Run 1, close-up of the layout:
Scale bar: 10 microns. Region (16, 1) to (56, 41) microns. Cells in grey, sequential cells in the stronger grey; small squares are vias.
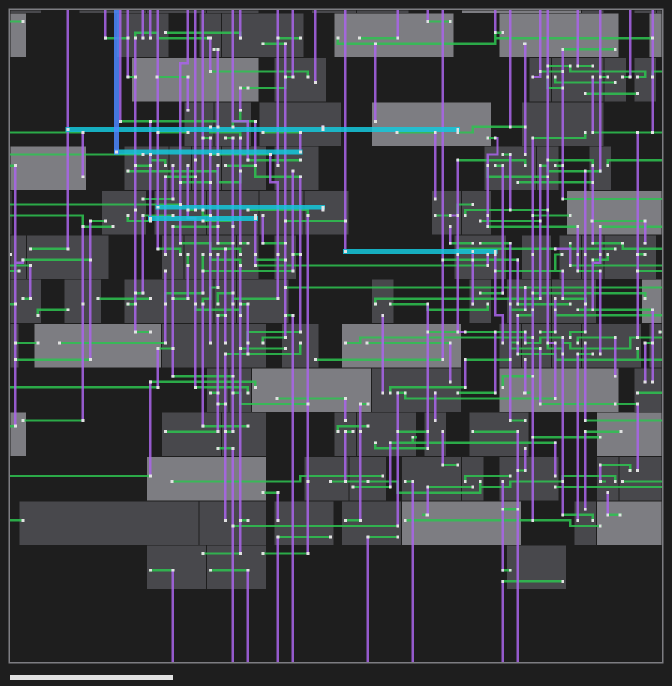
Run 1, met2 routing:
Scale bar: 20 microns. Cells faint in the background.
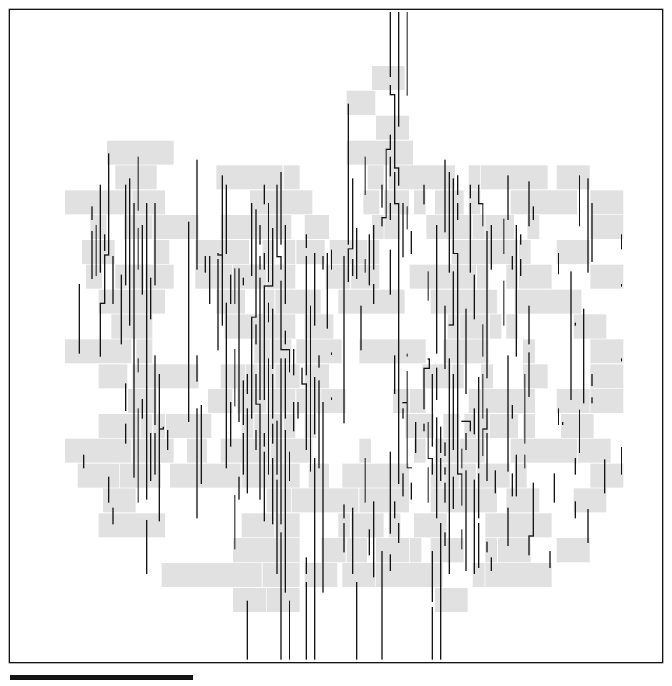
Run 1, routing congestion:
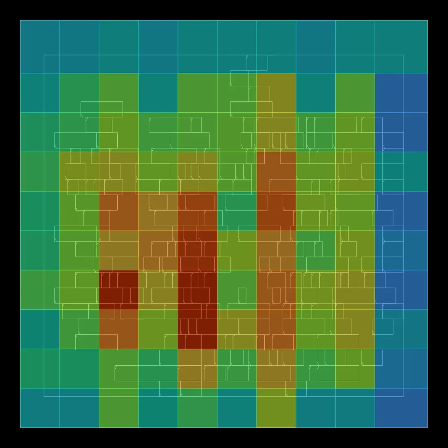
Run 1, the metal 1 layer:
Scale bar: 20 microns. Supply wires on this layer in grey. Cells faint in the background.
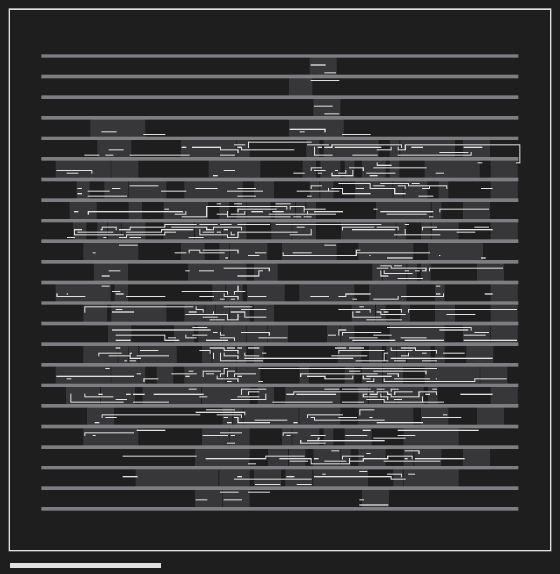
**config.mk**
```make
export PLATFORM = sky130hd
export DESIGN_NAME = spi_master_ctrl
export DESIGN_NICKNAME = d
export VERILOG_FILES = /design/src/rtl/spi_pkg.sv /design/src/rtl/spi_shift_reg.sv /design/src/rtl/spi_master_ctrl.sv
export SDC_FILE = /design/constraint.sdc
export NUM_CORES = 1
export LEC_CHECK = 0
export ABC_CLOCK_PERIOD_IN_PS = 1740
export CAP_MARGIN = 30
export CORE_MARGIN = 4
export CORE_UTILIZATION = 35
export CTS_BUF_LIST = sky130_fd_sc_hd__clkbuf_4 sky130_fd_sc_hd__clkbuf_8
export DETAILED_ROUTE_END_ITERATION = 7
export GPL_ROUTABILITY_DRIVEN = 0
export PLACE_DENSITY = 0.68
export SLEW_MARGIN = 10
export SYNTH_ARGS = -nofsm -noshare
export SYNTH_HDL_FRONTEND = slang
export SYNTH_SLANG_ARGS = --single-unit
```
**constraint.sdc**
```tcl
create_clock -name i_clk -period 1.74 [get_ports i_clk]
set_input_delay 0.261 -clock i_clk [delete_from_list [all_inputs] [get_ports i_clk]]
set_output_delay 0.261 -clock i_clk [all_outputs]
set_load 0.01 [all_outputs]
```
**src/rtl/spi_pkg.sv**
```systemverilog
// spi_pkg: shared op codes, frame widths and controller states for the SPI master/slave pair.
package spi_pkg;
   localparam int FRAME_W = 10;
   localparam int DATA_W  = 8;
   localparam logic [1:0] OP_WR_ADDR = 2'b00;
   localparam logic [1:0] OP_WR_DATA = 2'b01;
   localparam logic [1:0] OP_RD_ADDR = 2'b10;
   localparam logic [1:0] OP_RD_DATA = 2'b11;
   typedef enum logic [2:0] {
      ST_IDLE,
      ST_SHIFT,
      ST_WAIT_RD,
      ST_RECV,
      ST_GAP
   } state_t;
endpackage

```
**src/rtl/spi_shift_reg.sv**
```systemverilog
// spi_shift_reg: 10-bit frame register; loads a command, shifts it out MSB first, shifts miso in at the LSB.
module spi_shift_reg
   import spi_pkg::*;
(
   input  logic               i_clk,
   input  logic               i_rst,
   input  logic               i_load,
   input  logic               i_shift_out,
   input  logic               i_shift_in,
   input  logic               i_miso,
   input  logic [FRAME_W-1:0] i_data,
   output logic               o_msb,
   output logic [DATA_W-1:0]  o_rx_next
);
   logic [FRAME_W-1:0] r_q;
   always_ff @(posedge i_clk) begin
      if (i_rst)            r_q <= '0;
      else if (i_load)      r_q <= i_data;
      else if (i_shift_in)  r_q <= {r_q[FRAME_W-2:0], i_miso};
      else if (i_shift_out) r_q <= {r_q[FRAME_W-2:0], 1'b0};
   end
   assign o_msb = r_q[FRAME_W-1];
   // byte as it will stand once the current miso bit is shifted in
   assign o_rx_next = {r_q[DATA_W-2:0], i_miso};
endmodule

```
**src/rtl/spi_master_ctrl.sv**
```systemverilog
// spi_master_ctrl: valid/ready command port to 10-bit SPI frames on mosi/ss_n, one bit per clk;
// read-data frames capture 8 miso bits after RD_LAT cycles and return them on rsp_valid/rsp_data.
module spi_master_ctrl
   import spi_pkg::*;
#(
   parameter int GAP_CYCLES = 5,
   parameter int RD_LAT     = 2
) (
   input  logic              i_clk,
   input  logic              i_rst,
   input  logic              i_cmd_valid,
   output logic              o_cmd_ready,
   input  logic [1:0]        i_cmd_op,
   input  logic [DATA_W-1:0] i_cmd_data,
   output logic              o_rsp_valid,
   output logic [DATA_W-1:0] o_rsp_data,
   output logic              o_busy,
   output logic              o_mosi,
   output logic              o_ss_n,
   input  logic              i_miso
);
   localparam int MAXC = (GAP_CYCLES > RD_LAT) ? GAP_CYCLES : RD_LAT;
   localparam int CW   = $clog2(MAXC + 1);
   state_t            r_state, w_next;
   logic [3:0]        r_bcnt;
   logic [CW-1:0]     r_wcnt;
   logic              r_is_rd;
   logic              w_accept, w_msb, w_rx_done;
   logic [DATA_W-1:0] w_rx_next;
   assign w_accept  = (r_state == ST_IDLE) && i_cmd_valid;
   assign w_rx_done = (r_state == ST_RECV) && (r_bcnt == 4'd7);
   always_comb begin
      w_next = r_state;
      case (r_state)
         ST_IDLE:    w_next = i_cmd_valid ? ST_SHIFT : ST_IDLE;
         ST_SHIFT:   if (r_bcnt == 4'd9) w_next = !r_is_rd ? ST_GAP : ((RD_LAT > 0) ? ST_WAIT_RD : ST_RECV);
         ST_WAIT_RD: if (r_wcnt == CW'(RD_LAT - 1)) w_next = ST_RECV;
         ST_RECV:    if (r_bcnt == 4'd7) w_next = ST_GAP;
         ST_GAP:     if (r_wcnt == CW'(GAP_CYCLES - 1)) w_next = ST_IDLE;
         default:    w_next = ST_IDLE;
      endcase
   end
   always_ff @(posedge i_clk) begin
      if (i_rst) r_state <= ST_IDLE;
      else       r_state <= w_next;
   end
   // counters restart on every state change, so each state counts from zero
   always_ff @(posedge i_clk) begin
      if (i_rst) begin
         r_bcnt      <= '0;
         r_wcnt      <= '0;
         r_is_rd     <= 1'b0;
         o_rsp_valid <= 1'b0;
         o_rsp_data  <= '0;
      end else begin
         r_bcnt      <= (w_next != r_state) ? '0 : r_bcnt + 4'd1;
         r_wcnt      <= (w_next != r_state) ? '0 : r_wcnt + CW'(1);
         o_rsp_valid <= w_rx_done;
         if (w_accept)  r_is_rd    <= (i_cmd_op == OP_RD_DATA);
         if (w_rx_done) o_rsp_data <= w_rx_next;
      end
   end
   spi_shift_reg u_sr (
      .i_clk       (i_clk),
      .i_rst       (i_rst),
      .i_load      (w_accept),
      .i_shift_out (r_state == ST_SHIFT),
      .i_shift_in  (r_state == ST_RECV),
      .i_miso      (i_miso),
      .i_data      ({i_cmd_op, i_cmd_data}),
      .o_msb       (w_msb),
      .o_rx_next   (w_rx_next)
   );
   assign o_cmd_ready = (r_state == ST_IDLE);
   assign o_busy      = (r_state != ST_IDLE);
   assign o_ss_n      = !((r_state == ST_SHIFT) || (r_state == ST_WAIT_RD) || (r_state == ST_RECV));
   assign o_mosi      = (r_state == ST_SHIFT) && w_msb;
endmodule

```
==> results.sh, run 1 <==
# yosys + openroad results
export IMPL_grt_setup_unrepaired="false"
export IMPL_dp_cells=220
export IMPL_wl_microns=3160
export IMPL_final_cell_count_no_fill=230
export IMPL_synthTopLogicFamily="simple AND/OR/NAND/NOR gates"
export IMPL_grt_total_usage_pct=13.0
export IMPL_yosysSeqAreaShare_pct=42.7
export IMPL_syn_to_final_growth_pct=32.2
export IMPL_required_ps=1480
export IMPL_finalPower_uw=1650
export IMPL_simple_gate_area_share_pct=25.7
export IMPL_via_per_inst=5.07
export IMPL_antenna_left=0
export IMPL_initCoreUtil_pct=37.3
export IMPL_fin_ws_ps=62.1
export IMPL_grt_pass1_wl_microns=5380
export IMPL_port_buffers=26
export IMPL_ioPinCount=27
export IMPL_outcome="completed"
export IMPL_hpwl_microns=2290
export IMPL_die_h_microns=71.4
export IMPL_regToRegStartpoint="r_bcnt[0]"
export IMPL_yosys_warnings=0
export IMPL_adder_share_pct=4.45
export IMPL_yosysTopAreaCell="dfxtp_1"
export IMPL_tritoncts="yes"
export IMPL_worstSkewPairLatency_ps=270
export IMPL_final_cell_mix="dfxtp_1, clkdlybuf4s50_1, nor2_1, nand2_1, buf_4"
export IMPL_dieWidth_microns=71.4
export IMPL_preCtsSetupSlack_ps=110
export IMPL_totalNegativeSetupSlack_ps=0
export IMPL_ctsHoldBuffers=0
export IMPL_synth_cell_types=42
export IMPL_synthCells=146
export IMPL_synth_seq_cells=30
export IMPL_crit_path_end="o_busy"
export IMPL_core_sq_um=3770
export IMPL_clock_tree_root_cell="clkbuf_8"
About 'close-up of the layout':
| colour | layer |
|---|---|
| green | metal 1 |
| purple | metal 2 |
| blue | metal 4 |
| cyan | metal 3 |
most frequent: nor2_1 (12), dfxtp_1 (12), nand2_1 (10)
cells with their middle in the window: 91
netlist names of flops here include: u_sr.r_q (6), o_rsp_data (4), r_state (2)
sequential cells in the window: 14

About 'met2 routing':
share of all routed wire: 50%
longest straight run: 32.3 microns
wire length on this layer: 1590 microns

About 'routing congestion':
met2 Use GR: 22.1%
met3 usage: 4.07%
WL/cell: 13.7 microns
Util after Layout: 49.3%

About 'the metal 1 layer':
wire length on this layer: 1360 microns
longest straight run: 23.5 microns
nets with wire on the layer: 178

## run 1: what timing repair did
item / in CTS / in global routing
gates resized: 6 / 0
pin swaps: 1 / 0
endpoints found under the setup margin: 4 / 4
buffers inserted: 1 / 1
## run 1: synthesized netlist by cell type
master / number
a211oi_1: 1
a21oi_1: 6
a221oi_2: 1
a22o_1: 1
a22oi_1: 2
a311oi_1: 6
a311oi_2: 1
a32oi_1: 2
and2_1: 1
and4b_2: 1
and4bb_4: 1
buf_1: 1
buf_2: 2
buf_4: 1
buf_6: 2
clkbuf_1: 2
dfxtp_1: 30
ha_1: 5
inv_1: 4
inv_2: 1
mux2i_1: 8
nand2_1: 17
nand2_4: 1
nand2b_2: 1
nand3_1: 5
nand4b_1: 1
nor2_1: 20
nor2_2: 1
nor2b_1: 2
nor2b_2: 1
nor2b_4: 1
nor3_1: 3
nor3_2: 4
nor3b_1: 1
nor3b_2: 1
nor3b_4: 1
o21ai_2: 1
o21bai_1: 1
o2bb2ai_1: 1
o31a_4: 1
xnor2_1: 2
xor2_1: 1
## run 1: area by class of cell
class / count / area, sq um / area share [%]
multi-input cells: 103 / 734 / 39.5
flip-flops and latches: 30 / 604 / 32.5
repair buffers: 36 / 332 / 17.8
clock buffers: 5 / 68.8 / 3.70
well taps: 48 / 60.1 / 3.23
clock inverters: 3 / 40.0 / 2.15
inverters: 5 / 18.8 / 1.01
## run 1: cells by family after synthesis
family,count (synthesis)
AOI/OAI and AO/OA,24
xor gates and xnor gates,3
adders and majority gates,5
buffers and inverters,13
DFF,30
muxes,8
and+or+nand+nor,63
## run 1: flip-flops by register name (all words and copies together), names as in the netlist
signal and count:
o_rsp_data 8, o_rsp_valid 1, r_bcnt 4, r_is_rd 1, r_state 3, r_wcnt 3
u_sr.r_q 10
## run 1: power breakdown
part | switching (uW) | internal [uW] | leakage [uW]
logic | 108 | 99.7 | 0.000375
registers | 33.9 | 729 | 0.000246
clock network | 259 | 421 | 0.0000579
total | 401 | 1250 | 0.000679
## run 1: through the flow
| stage | instance area [sq um] | util, % | hold slack, ps |
|---|---|---|---|
| after global routing | 1860 | 49.3 | 498 |
| after global placement | 1730 | 46.0 | 454 |
| final | 1860 | 49.3 | 483 |
| after detailed placement | 1730 | 46.0 | 474 |
| after floorplan | 1410 | - | 408 |
| after CTS | 1850 | 49.1 | 485 |
## run 1: worst min-delay path by stage
| stage | startpoint | to | slack (ps) | cells past startpoint |
|---|---|---|---|---|
| floorplan | i_miso | o_rsp_data[0] | 410 | 2 |
| global placement | u_sr.r_q[8] | u_sr.r_q[8] | 450 | 2 |
| detailed placement | u_sr.r_q[9] | u_sr.r_q[9] | 470 | 2 |
| CTS | u_sr.r_q[8] | u_sr.r_q[8] | 490 | 2 |
| global route | u_sr.r_q[9] | u_sr.r_q[9] | 500 | 2 |
| finish | u_sr.r_q[9] | u_sr.r_q[9] | 480 | 2 |
## run 1: critical path, stage by stage (launching register included)
cell and delay, ps:
dfxtp_2 420, nor2_2 80, nand2_1 100, clkdlybuf4s50_1 550
Run 1, drive-strength map:
Scale bar: 20 microns.
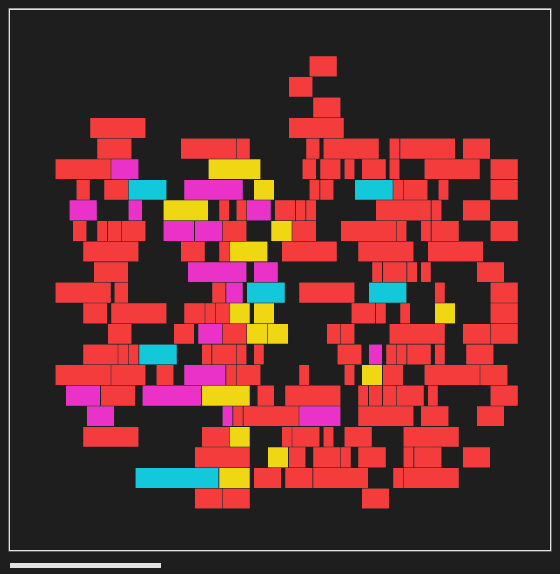

## Run 2: what changed since run 1
Settings changed: ABC_AREA set to 1, ABC_CLOCK_PERIOD_IN_PS 1740 to 1700.
Clock period 1.74 ns to 1.7 ns, I/O delays scaled along.
Run 2, drive-strength map:
Scale bar: 20 microns.
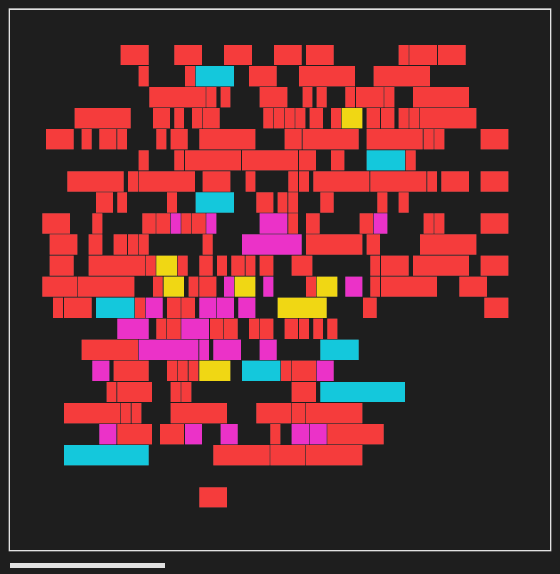
| colour | size | cells | share |
|---|---|---|---|
| yellow | _3 and _4 cells | 7 | 3.4% |
| cyan | _6 and larger | 8 | 3.8% |
| magenta | _2 cells | 25 | 12% |
| red | _0 and _1 cells | 168 | 81% |

Run 2, close-up of the layout:
Scale bar: 10 microns. Region (15, 1) to (55, 41) microns. Cells in grey, sequential cells in the stronger grey; small squares are vias.
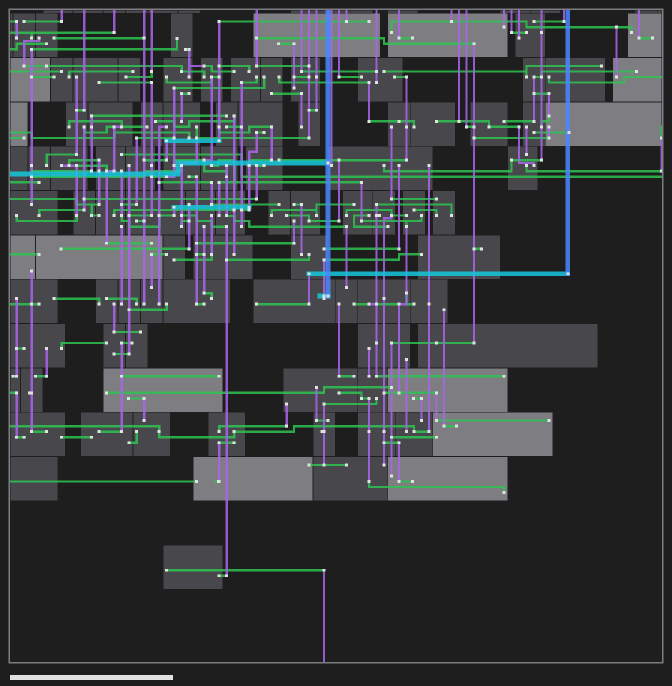
| colour | layer |
|---|---|
| purple | metal 2 |
| green | metal 1 |
| cyan | metal 3 |
| blue | metal 4 |
sequential cells in the window: 9
netlist names of flops here include: r_bcnt (4), r_state (2)
most frequent: nand2_1 (16), nor2_2 (10)
cells with their middle in the window: 86

==> results.sh, run 2 <==
# yosys + openroad results
export IMPL_required_ps=1440
export IMPL_yosys_warnings=0
export IMPL_dr_total_vias=1168
export IMPL_ff_type="dfxtp_1"
export IMPL_final_core_util_pct=49.8
export IMPL_grt_pass1_wl_microns=4750
export IMPL_ys_top_cells_by_count="nand2_1, dfxtp_1, nor2_1"
export IMPL_drc_errors=0
export IMPL_antenna_left=0
export IMPL_wl_microns=2840
export IMPL_hold_depth=1
export IMPL_place_area_sq_um=1650
export IMPL_preCtsSetupSlack_ps=184
export IMPL_slew_headroom_pct=78.5
export IMPL_post_drt_wl_per_cell_microns=11.1
export IMPL_yosysMostFrequentCell="nand2_1"
export IMPL_seq_area_sq_um=603
export IMPL_grt_total_usage_pct=12.5
export IMPL_yosysSeqAreaShare_pct=45.0
export IMPL_worstSkewPairLatency_ps=290
export IMPL_initCoreUtil_pct=36.4
export IMPL_final_cell_mix="nand2_1, dfxtp_1, clkdlybuf4s50_1, nor2_1"
export IMPL_syn_to_final_growth_pct=36.7
export IMPL_port_buffers=26
export IMPL_core_sq_um=3660
export IMPL_rows=22
export IMPL_tritoncts="yes"
export IMPL_largest_register_ff_count=10
export IMPL_dp_cells=245
export IMPL_via_per_inst=4.56
export IMPL_tightest_slew_ps=322
export IMPL_dieWidth_microns=69.7
export IMPL_totalNegativeSetupSlack_ps=0
export IMPL_nets=226
export IMPL_fin_ws_ps=96.6
export IMPL_ioPinCount=27
export IMPL_die_h_microns=69.7
export IMPL_hpwl_microns=2070
export IMPL_outcome="completed"
export IMPL_yosysTopAreaCell="dfxtp_1"
export IMPL_clock_tree_root_cell="clkbuf_8"
export IMPL_largestRegisters="u_sr.r_q (10), o_rsp_data (8), r_bcnt (4)"
export IMPL_synth_cell_types=24
export IMPL_largest_register="u_sr.r_q"
export IMPL_grt_setup_unrepaired="false"
export IMPL_logic_area_sq_um=651
==> run 2: kinds of logic after synthesis <==
logic type      share of synthesized area (%)
simple gates                             30.8
flops                                    45.0
compound gates                           11.2
buf+inv                                  6.38
fa+ha+maj                                4.69
xor+xnor                                 1.97
==> run 2: worst paths after layout <==
kind                   start   endpoint
setup / recovery  r_state[2]     o_busy
hold reg to reg    r_wcnt[0]  r_wcnt[0]
hold / removal     r_wcnt[0]  r_wcnt[0]
setup reg to reg   r_bcnt[0]  r_wcnt[1]
==> run 2: per-layer routing <==
layer	vias to the layer above	GRT usage [%]	share of wire, %	wire length [microns]
li1	621	-	-	-
met3	5	5.22	5.2	147
met2	30	18.0	42	1190
met5	-	0	0	0
met1	512	15.7	51	1440
met4	0	7.02	2.5	71
==> run 2: report_power, final <==
part | internal, uW | switching, uW
sequential | 734 | 25.9
clock | 625 | 281
combinational | 84.1 | 100
total | 1440 | 407
==> run 2: layout make-up <==
cell class,count,share of cell area (%)
flip-flops and latches,30,33.1
well taps,48,3.29
multi-input cells,121,35.7
repair buffers,31,16.3
inverters,18,3.77
clock inverters,2,3.29
clock buffers,6,4.53
==> run 2: critical path, stage by stage (launching register included) <==
cell	delay, ps
dfxtp_2	380
inv_2	60
nand2_1	80
clkdlybuf4s50_1	540
==> run 2: through the flow <==
stage	total power, uW	hold WS (ps)
final	1850	472
after global placement	957	457
after floorplan	884	324
after detailed placement	958	463
after CTS	1870	476
after global routing	1920	487
==> run 2: repair_timing <==
item | CTS | global route
gates resized | 4 | 2
pin swaps | 1 | 0
setup buffers | 3 | 0
endpoints found under the setup margin | 4 | 2
hold buffers | 0 | 0
## Run 3: what changed since run 2
Settings changed: CTS_CLUSTER_SIZE set to 16.
Run 3, the metal 1 layer:
Scale bar: 20 microns. Supply wires on this layer in grey. Cells faint in the background.
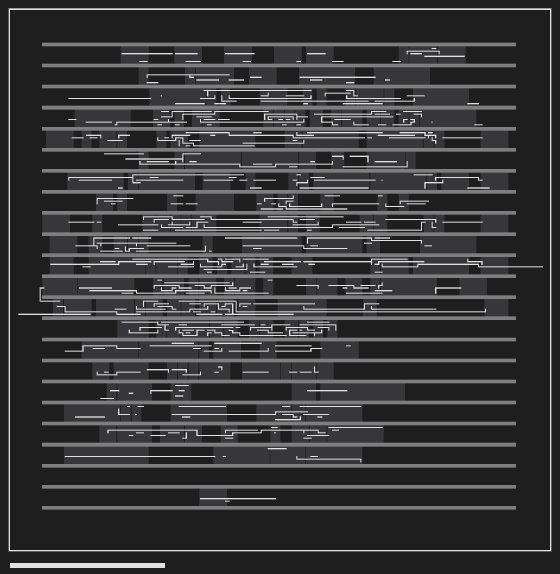
nets with wire on the layer: 201
main direction: horizontal
share of all routed wire: 51%
wire length on this layer: 1440 microns
longest straight run: 32.2 microns

Run 3, routing congestion:
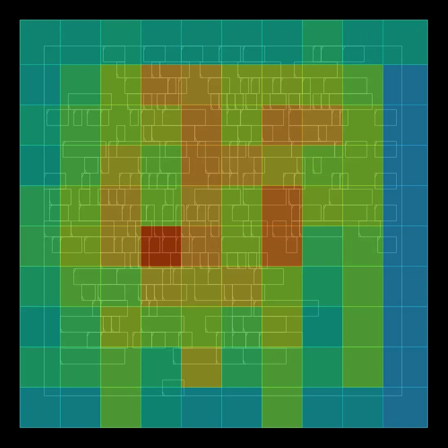
All-Layer GR Usage: 12.5%
WL/cell: 11.1 microns

==> results.sh, run 3 <==
# yosys + openroad results
export IMPL_outcome="completed"
export IMPL_whs_ps=472
export IMPL_port_buffers=26
export IMPL_largest_register_ff_count=10
export IMPL_final_core_util_pct=49.8
export IMPL_ioPinCount=27
export IMPL_seq_area_sq_um=603
export IMPL_synth_area_sq_um=1330
export IMPL_totalNegativeSetupSlack_ps=0
export IMPL_swShare_pct=22.0
export IMPL_hold_depth=1
export IMPL_power_switching_uw=407
export IMPL_initCoreUtil_pct=36.4
export IMPL_yosysSeqAreaShare_pct=45.0
export IMPL_die_h_microns=69.7
export IMPL_synth_cell_types=24
export IMPL_wl_microns=2840
export IMPL_core_sq_um=3660
export IMPL_grt_setup_unrepaired="false"
export IMPL_via_per_inst=4.56
export IMPL_hpwl_microns=2070
export IMPL_ctsHoldBuffers=0
export IMPL_logic_area_sq_um=651
export IMPL_largest_register="u_sr.r_q"
export IMPL_largestRegisters="u_sr.r_q (10), o_rsp_data (8), r_bcnt (4)"
export IMPL_dieWidth_microns=69.7
export IMPL_yosys_area_share_aoi_pct=11.2
export IMPL_drc_errors=0
export IMPL_yosys_warnings=0
export IMPL_grt_pass1_wl_microns=4750
export IMPL_required_ps=1440
export IMPL_intPower_uw=1440
export IMPL_rows=22
export IMPL_antenna_left=0
export IMPL_tritoncts="yes"
export IMPL_worstSkewPairLatency_ps=290
export IMPL_synth_xor_area_share_pct=1.97
export IMPL_dp_cells=245
export IMPL_dr_total_vias=1168
export IMPL_ff_type="dfxtp_1"
export IMPL_slew_headroom_pct=78.5
export IMPL_tightest_slew_ps=322
export IMPL_power_frac_clock_pct=49.0
export IMPL_muxShareOfSynthArea_pct=0
export IMPL_synthTopLogicFamily="simple AND/OR/NAND/NOR gates"
export IMPL_clock_tree_root_cell="clkbuf_8"
export IMPL_syn_to_final_growth_pct=36.7
export IMPL_simple_gate_area_share_pct=30.8
run 3: cell counts in the layout (fill, tap and decap cells not counted):
No cell type changed its count.
run 3: final cells by class:
type                            instances  area share (%)
Clock buffer                            6            4.53
Clock inverter                          2            3.29
Inverter                               18            3.77
Multi-Input combinational cell        121            35.7
Sequential cell                        30            33.1
Tap cell                               48            3.29
Timing Repair Buffer                   31            16.3
run 3: what timing repair did:
action,in CTS,in global routing
pin swaps,1,0
gates resized,4,2
endpoints found under the hold margin,0,0
gates cloned,0,0
setup endpoints to repair,4,2
buffers inserted,3,0
run 3: kinds of logic (layout without fill, tap and decap cells):
| group | after synthesis | count (layout) |
|---|---|---|
| buf+inv | 21 | 57 |
| simple gates | 86 | 86 |
| compound gates | 27 | 27 |
| flops | 30 | 30 |
| xor+xnor | 3 | 3 |
| fa+ha+maj | 5 | 5 |
run 3: final timing paths:
kind                                 start        end  slack (ps)
worst max-delay path            r_state[2]     o_busy         100
worst min-delay path             r_wcnt[0]  r_wcnt[0]         470
worst max register to register   r_bcnt[0]  r_wcnt[1]         270
worst min register to register   r_wcnt[0]  r_wcnt[0]         470
run 3: routing by layer:
layer	share of wire (%)	routed length, microns	track usage (%)
met1	51	1440	15.7
met2	42	1190	18.0
met3	5.2	147	5.22
met4	2.5	71	7.02
met5	0	0	0
run 3: worst max-delay path, cell delays in order, from the launching register on:
cell and delay (ps):
dfxtp_2 380, inv_2 60, nand2_1 80, clkdlybuf4s50_1 540
run 3: power by group through the flow:
stage | sequential, uW | clock, uW | combinational (uW)
after global placement | 774 | 0 | 183
final | 760 | 906 | 184
after CTS | 760 | 929 | 187
after floorplan | 768 | 0 | 116
after global routing | 763 | 947 | 210
after detailed placement | 774 | 0 | 184
run 3: through the flow:
stage | setup slack (ps) | cell area (sq um) | power, uW
final | 96.6 | 1820 | 1850
after global routing | 47.1 | 1820 | 1920
after CTS | 21.6 | 1820 | 1870
after detailed placement | 184 | 1650 | 958
after global placement | 191 | 1650 | 957
after floorplan | 431 | 1330 | 884
No activity file was given, so power comes from the tool's default toggle rates.
